Figure 1. The metal 3 layer.
The bar under the picture is 50 µm long.
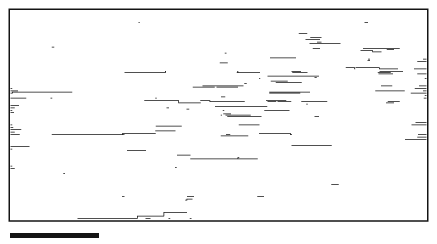
Figure 2. Signal wires on met2.
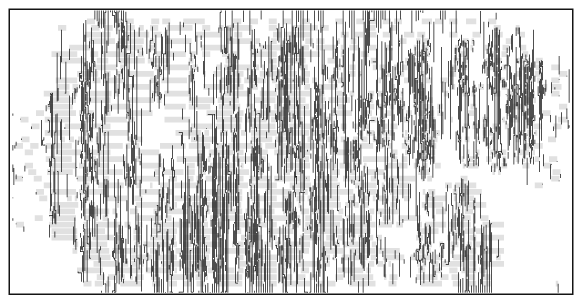
File: src/rtl/wb_arbiter_if.sv
// Bus bundle for wb_arbiter: two writeback sources (valid/ready/addr/data) and
// the registered register-file write port plus status outputs.
//   master : source/observer side (drives sN_valid/addr/data, sees everything else)
//   slave  : arbiter side (drives sN_ready, rf_we/wa/wd, pending, idle, wr_count)
interface wb_arbiter_if;
  logic        s0_valid;
  logic        s0_ready;
  logic [4:0]  s0_addr;
  logic [31:0] s0_data;
  logic        s1_valid;
  logic        s1_ready;
  logic [4:0]  s1_addr;
  logic [31:0] s1_data;
  logic        rf_we;
  logic [4:0]  rf_wa;
  logic [31:0] rf_wd;
  logic [31:0] pending;
  logic        idle;
  logic [15:0] wr_count;

  modport master (
    output s0_valid, s0_addr, s0_data, s1_valid, s1_addr, s1_data,
    input  s0_ready, s1_ready, rf_we, rf_wa, rf_wd, pending, idle, wr_count
  );

  modport slave (
    input  s0_valid, s0_addr, s0_data, s1_valid, s1_addr, s1_data,
    output s0_ready, s1_ready, rf_we, rf_wa, rf_wd, pending, idle, wr_count
  );
endinterface

File: src/rtl/wb_arbiter.sv
// Writeback arbiter: two sources (0 = ALU, 1 = LSU) each feed a DEPTH-entry
// FIFO; one head per cycle is popped round-robin onto a registered reg_file
// write port. Writes to x0 are accepted and discarded.
// Ports:
//   clk   - system clock, rising edge
//   rst_n - asynchronous active-low reset
//   bus   - wb_arbiter_if.slave: source handshakes, rf_we/rf_wa/rf_wd,
//           pending scoreboard, idle, wr_count
module wb_arbiter #(
  parameter int unsigned DEPTH = 2
) (
  input logic        clk,
  input logic        rst_n,
  wb_arbiter_if.slave bus
);

  localparam int unsigned AW = $clog2(DEPTH);
  localparam int unsigned CW = AW + 1;

  // Queue storage and pointers, indexed by source
  logic [4:0]    q_addr_q [2][DEPTH];
  logic [31:0]   q_data_q [2][DEPTH];
  logic [AW-1:0] wptr_q   [2];
  logic [AW-1:0] rptr_q   [2];
  logic [CW-1:0] cnt_q    [2];

  logic        prio_q;
  logic        rf_we_q;
  logic [4:0]  rf_wa_q;
  logic [31:0] rf_wd_q;
  logic [15:0] wr_count_q;

  logic        src_valid [2];
  logic [4:0]  src_addr  [2];
  logic [31:0] src_data  [2];
  logic        ready     [2];
  logic        push      [2];
  logic        nonempty  [2];
  logic        grant     [2];
  logic        win;
  logic [4:0]  head_addr;
  logic [31:0] head_data;
  logic [31:0] pending;

  always_comb begin
    src_valid[0] = bus.s0_valid;
    src_valid[1] = bus.s1_valid;
    src_addr[0]  = bus.s0_addr;
    src_addr[1]  = bus.s1_addr;
    src_data[0]  = bus.s0_data;
    src_data[1]  = bus.s1_data;
    for (int s = 0; s < 2; s++) begin
      // Ready is a function of registered occupancy only, so a slot freed by
      // this cycle's pop is not reusable until the next cycle.
      ready[s]    = rst_n & (cnt_q[s] != CW'(DEPTH));
      push[s]     = src_valid[s] & ready[s] & (src_addr[s] != 5'd0);
      nonempty[s] = (cnt_q[s] != '0);
    end
    grant[0]  = nonempty[0] & (~nonempty[1] | ~prio_q);
    grant[1]  = nonempty[1] & ~grant[0];
    win       = grant[1];
    head_addr = q_addr_q[win][rptr_q[win]];
    head_data = q_data_q[win][rptr_q[win]];
  end

  // Scoreboard of destinations still owed a write: live queue entries plus
  // the write currently on the rf port.
  always_comb begin : pending_calc
    logic [AW-1:0] offs;
    offs    = '0;
    pending = '0;
    if (rf_we_q) pending[rf_wa_q] = 1'b1;
    for (int s = 0; s < 2; s++) begin
      for (int i = 0; i < DEPTH; i++) begin
        offs = AW'(i) - rptr_q[s];
        if (CW'(offs) < cnt_q[s]) pending[q_addr_q[s][i]] = 1'b1;
      end
    end
    pending[0] = 1'b0;
  end

  // Entry storage needs no reset; occupancy decides what is live.
  always_ff @(posedge clk) begin
    for (int s = 0; s < 2; s++) begin
      if (push[s]) begin
        q_addr_q[s][wptr_q[s]] <= src_addr[s];
        q_data_q[s][wptr_q[s]] <= src_data[s];
      end
    end
  end

  always_ff @(posedge clk or negedge rst_n) begin
    if (!rst_n) begin
      for (int s = 0; s < 2; s++) begin
        wptr_q[s] <= '0;
        rptr_q[s] <= '0;
        cnt_q[s]  <= '0;
      end
      prio_q     <= 1'b0;
      rf_we_q    <= 1'b0;
      rf_wa_q    <= '0;
      rf_wd_q    <= '0;
      wr_count_q <= '0;
    end else begin
      for (int s = 0; s < 2; s++) begin
        if (push[s])  wptr_q[s] <= wptr_q[s] + AW'(1);
        if (grant[s]) rptr_q[s] <= rptr_q[s] + AW'(1);
        cnt_q[s] <= cnt_q[s] + CW'(push[s]) - CW'(grant[s]);
      end
      rf_we_q <= grant[0] | grant[1];
      if (grant[0] | grant[1]) begin
        rf_wa_q    <= head_addr;
        rf_wd_q    <= head_data;
        prio_q     <= ~win;
        wr_count_q <= wr_count_q + 16'd1;
      end
    end
  end

  assign bus.s0_ready = ready[0];
  assign bus.s1_ready = ready[1];
  assign bus.rf_we    = rf_we_q;
  assign bus.rf_wa    = rf_wa_q;
  assign bus.rf_wd    = rf_wd_q;
  assign bus.pending  = pending;
  assign bus.idle     = ~nonempty[0] & ~nonempty[1] & ~rf_we_q;
  assign bus.wr_count = wr_count_q;

endmodule

File: src/flat_wrapper.sv
// flat-port wrapper written by rule: the top's interface ports become plain ports
module wb_arbiter_flat 
#(
  parameter int unsigned DEPTH = 2
)
  (clk, rst_n, bus_s0_valid, bus_s0_addr, bus_s0_data, bus_s1_valid, bus_s1_addr, bus_s1_data, bus_s0_ready, bus_s1_ready, bus_rf_we, bus_rf_wa, bus_rf_wd, bus_pending, bus_idle, bus_wr_count);
  wb_arbiter_if bus_i ();
  input logic clk;
  input logic rst_n;
  input wire logic [$bits(bus_i.s0_valid)-1:0] bus_s0_valid;
  input wire logic [$bits(bus_i.s0_addr)-1:0] bus_s0_addr;
  input wire logic [$bits(bus_i.s0_data)-1:0] bus_s0_data;
  input wire logic [$bits(bus_i.s1_valid)-1:0] bus_s1_valid;
  input wire logic [$bits(bus_i.s1_addr)-1:0] bus_s1_addr;
  input wire logic [$bits(bus_i.s1_data)-1:0] bus_s1_data;
  output wire logic [$bits(bus_i.s0_ready)-1:0] bus_s0_ready;
  output wire logic [$bits(bus_i.s1_ready)-1:0] bus_s1_ready;
  output wire logic [$bits(bus_i.rf_we)-1:0] bus_rf_we;
  output wire logic [$bits(bus_i.rf_wa)-1:0] bus_rf_wa;
  output wire logic [$bits(bus_i.rf_wd)-1:0] bus_rf_wd;
  output wire logic [$bits(bus_i.pending)-1:0] bus_pending;
  output wire logic [$bits(bus_i.idle)-1:0] bus_idle;
  output wire logic [$bits(bus_i.wr_count)-1:0] bus_wr_count;
  assign bus_i.s0_valid = bus_s0_valid;
  assign bus_i.s0_addr = bus_s0_addr;
  assign bus_i.s0_data = bus_s0_data;
  assign bus_i.s1_valid = bus_s1_valid;
  assign bus_i.s1_addr = bus_s1_addr;
  assign bus_i.s1_data = bus_s1_data;
  assign bus_s0_ready = bus_i.s0_ready;
  assign bus_s1_ready = bus_i.s1_ready;
  assign bus_rf_we = bus_i.rf_we;
  assign bus_rf_wa = bus_i.rf_wa;
  assign bus_rf_wd = bus_i.rf_wd;
  assign bus_pending = bus_i.pending;
  assign bus_idle = bus_i.idle;
  assign bus_wr_count = bus_i.wr_count;
  wb_arbiter #(.DEPTH(DEPTH)) u_core (.clk(clk), .rst_n(rst_n), .bus(bus_i));
endmodule
File: config.mk
export PLATFORM = sky130hd
export DESIGN_NAME = wb_arbiter_flat
export DESIGN_NICKNAME = d
export VERILOG_FILES = /design/src/rtl/wb_arbiter_if.sv /design/src/rtl/wb_arbiter.sv /design/src/flat_wrapper.sv
export SDC_FILE = /design/constraint.sdc
export NUM_CORES = 1
export LEC_CHECK = 0
export CELL_PAD_IN_SITES_DETAIL_PLACEMENT = 1
export CELL_PAD_IN_SITES_GLOBAL_PLACEMENT = 2
export CORE_ASPECT_RATIO = 0.5
export CORE_UTILIZATION = 36
export DETAILED_ROUTE_END_ITERATION = 12
export PLACE_DENSITY = 0.93
export REMOVE_ABC_BUFFERS = 1
export SKIP_CTS_REPAIR_TIMING = 1
export SYNTH_ARGS = -nofsm -noshare
export SYNTH_HDL_FRONTEND = slang
export SYNTH_SLANG_ARGS = --single-unit
File: constraint.sdc
create_clock -name clk -period 3.55 [get_ports clk]
set_clock_uncertainty 0.1 [all_clocks]
set_input_delay 0.71 -clock clk [delete_from_list [all_inputs] [get_ports clk]]
set_output_delay 0.71 -clock clk [all_outputs]
set_load 0.02 [all_outputs]
==> results.sh <==
# implementation run metrics
export IMPL_grt_overflow_total=0
export IMPL_ys_cells=771
export IMPL_clock_latency_late_pin_ns=0.51
export IMPL_grt_pass1_vias=7768
export IMPL_flops=211
export IMPL_track_usage=0.224
export IMPL_finalSetupViolCount=0
export IMPL_status="finished clean"
export IMPL_num_rows=41
export IMPL_synthArstFlopShare=0.299
export IMPL_fin_ws_ns=0.0767
export IMPL_power_top_group="combinational cells"
export IMPL_cts_sinks=211
export IMPL_antenna_found_initial=1
export IMPL_yosysTopAreaCell="edfxtp_1"
export IMPL_hold_depth=2
export IMPL_clk_path_buf_depth=3
export IMPL_die_area_um2=27400
export IMPL_num_nonclk_buffers=202
export IMPL_p_int_mw=6.36
export IMPL_synth_cell_type_count=53
export IMPL_comb_area_um2=3390
export IMPL_arrival_ns=2.66
export IMPL_ys_sh_aoi=0.163
export IMPL_common_cells="edfxtp_1, nor2b_1, a211oi_1"
export IMPL_cts_buffers=20
export IMPL_hold_path_class="register to register"
export IMPL_antenna_cells=1
export IMPL_vdd_drop_max_mv=0.430
export IMPL_nMultiInputCombCells=493
export IMPL_yosysChipArea_um2=9620
export IMPL_mux_share=0.00104
export IMPL_buf_share=0.158
export IMPL_yosys_warnings=0
export IMPL_synth_top_flop_cell="edfxtp_1"
export IMPL_max_stage_delay_ns=0.59
export IMPL_drive_gt1_frac=0.0977
export IMPL_sh_seq_area=0.479
export IMPL_rsz0062_at_grt="false"
export IMPL_p_sw_frac=0.385
export IMPL_maxCapViolations=0
export IMPL_initCoreUtil=0.374
export IMPL_grt_pass1_wl_um=47400
export IMPL_timing_final_crit_period_ns=3.47
export IMPL_num_clock_buffers=28
export IMPL_h_tree_depth=1
export IMPL_top_cell_area_share=0.462
export IMPL_warnings=25
export IMPL_area_growth_pct=30.7
export IMPL_tns_ns=0
export IMPL_crit_chain="nor3b_1 -> buf_4 -> o211ai_1 -> o221ai_1 -> a221o_1 -> clkdlybuf4s50_1"
export IMPL_drt_pass1_iter_count=5
export IMPL_fin_util=0.489
export IMPL_synth_flops=211
export IMPL_synth_simple_area_share=0.152
export IMPL_pre_cts_slack_ns=0.294
export IMPL_clockNetworkAreaShare=0.0560
export IMPL_design_area_um2=12600
export IMPL_die_h_um=118
export IMPL_rr_worst_depth=6
export IMPL_synth_cells=771
export IMPL_cp_startpoint="u_core.q_addr_q[0][9]"
export IMPL_avgRoutedWirePerCell_um=23.4
export IMPL_final_cell_count_no_fill=1297
export IMPL_tightest_slew_ns=0.893
export IMPL_comb_power_mw=4.30
export IMPL_ant_nets=0
export IMPL_crit_end="bus_pending[17]"
export IMPL_num_fill_cells=2623
export IMPL_synthesis_area_um2=9620
export IMPL_power_per_cell_area_nw_per_um2=822
export IMPL_regArea_um2=6030
export IMPL_relSlewSlack=0.405
export IMPL_power_switching_mw=3.98
export IMPL_tapCellCount=344
export IMPL_largest_cell_class="sequential cells"
export IMPL_dpl_cell_area_um2=11700
export IMPL_slew_viol_final=0
export IMPL_power_leakage_nw=4.38
export IMPL_cpMaxStageDelayCell="edfxtp_1"
export IMPL_route_detailed_drc=0
export IMPL_hold_start="u_core.bus.rf_wd[2]"
export IMPL_numPortBuffers=165
export IMPL_core_um2=25700
export IMPL_grt_max_degree=79
export IMPL_finalHoldViolations=0
export IMPL_tritoncts="yes"
export IMPL_required_ns=2.74
export IMPL_comb_area_frac=0.269
export IMPL_worst_path_max_fanout=9
export IMPL_nNetsFinal=1021
export IMPL_topCellsByArea="edfxtp_1, dfrtp_1, a211oi_1"
export IMPL_synth_xor_xnor_area_share=0.0209
export IMPL_p_clk_mw=2.32
export IMPL_cts_clk_slew_worst_paths_ns=0.07
export IMPL_cp_end_kind="output pin"
export IMPL_hold_path_end="u_core.bus.rf_wd[2]"
export IMPL_power_sequential_mw=3.72
export IMPL_avgViaCountPerCell=5.53
export IMPL_cts_root_buf="clkbuf_16"
export IMPL_io_pins=167
export IMPL_power_frac_seq=0.359
export IMPL_reg2reg_slack_ns=1.03
export IMPL_largest_register_ffs=128
export IMPL_globalplace_congestion=0.905
export IMPL_total_power_mw=10.3
export IMPL_drtIter0Drc=478
export IMPL_n_all_inverters=10
export IMPL_edf_count=148
export IMPL_syn_avg_cell_area_um2=12.5
export IMPL_startpoint_type="register"
export IMPL_clock_fmax_mhz=288
export IMPL_timing_hold_ws_ns=0.375
export IMPL_fa_ha_area_frac=0.00650
export IMPL_synth_most_common_cell="edfxtp_1"
export IMPL_logic_family="AND-OR/OR-AND gates"
export IMPL_place_inst=1249
export IMPL_path_class="register to output pin"
export IMPL_clockPowerShare=0.225
export IMPL_seq_area_frac_synth=0.626
Back to the opening pictures, Figure 1:
- wire length on this layer: 1020 µm
- longest straight run: 40.5 µm
- main direction: horizontal
- share of all routed wire: 3.4%
- nets with wire on the layer: 83
wirelength, routed: 30300 µm
routed vias: 7166
M3 GR Usage: 0.0245

Back to the opening pictures, Figure 2:
- longest straight run: 68.7 µm
- main direction: vertical
- share of all routed wire: 50%
- nets with wire on the layer: 921
- wire length on this layer: 15100 µm
M2 GR Usage: 0.385

## worst max-delay path: cells and delay by family, from the launching register on
kind | cells | cell delay (ns)
simple gates | 1 | 0.23
flops | 1 | 0.59
compound gates | 3 | 0.61
buf+inv | 2 | 0.71
## layout by cell type (no fill, tap or decap), drive strengths merged, types with 19 or more instances in the layout
cell,count
a211oi,74
a22oi,19
buf,37
clkbuf,28
clkdlybuf4s50,159
dfrtp,63
edfxtp,148
nand2,57
nor2,24
nor2b,85
o211ai,21
o31ai,37
## layer usage
layer  up-vias  wire, µm  track usage
met5         -         0            0
met4         0       615       0.0568
met3        44      1020       0.0245
met2       174     15100        0.385
met1      3671     13600        0.301
li1       3277         -            -
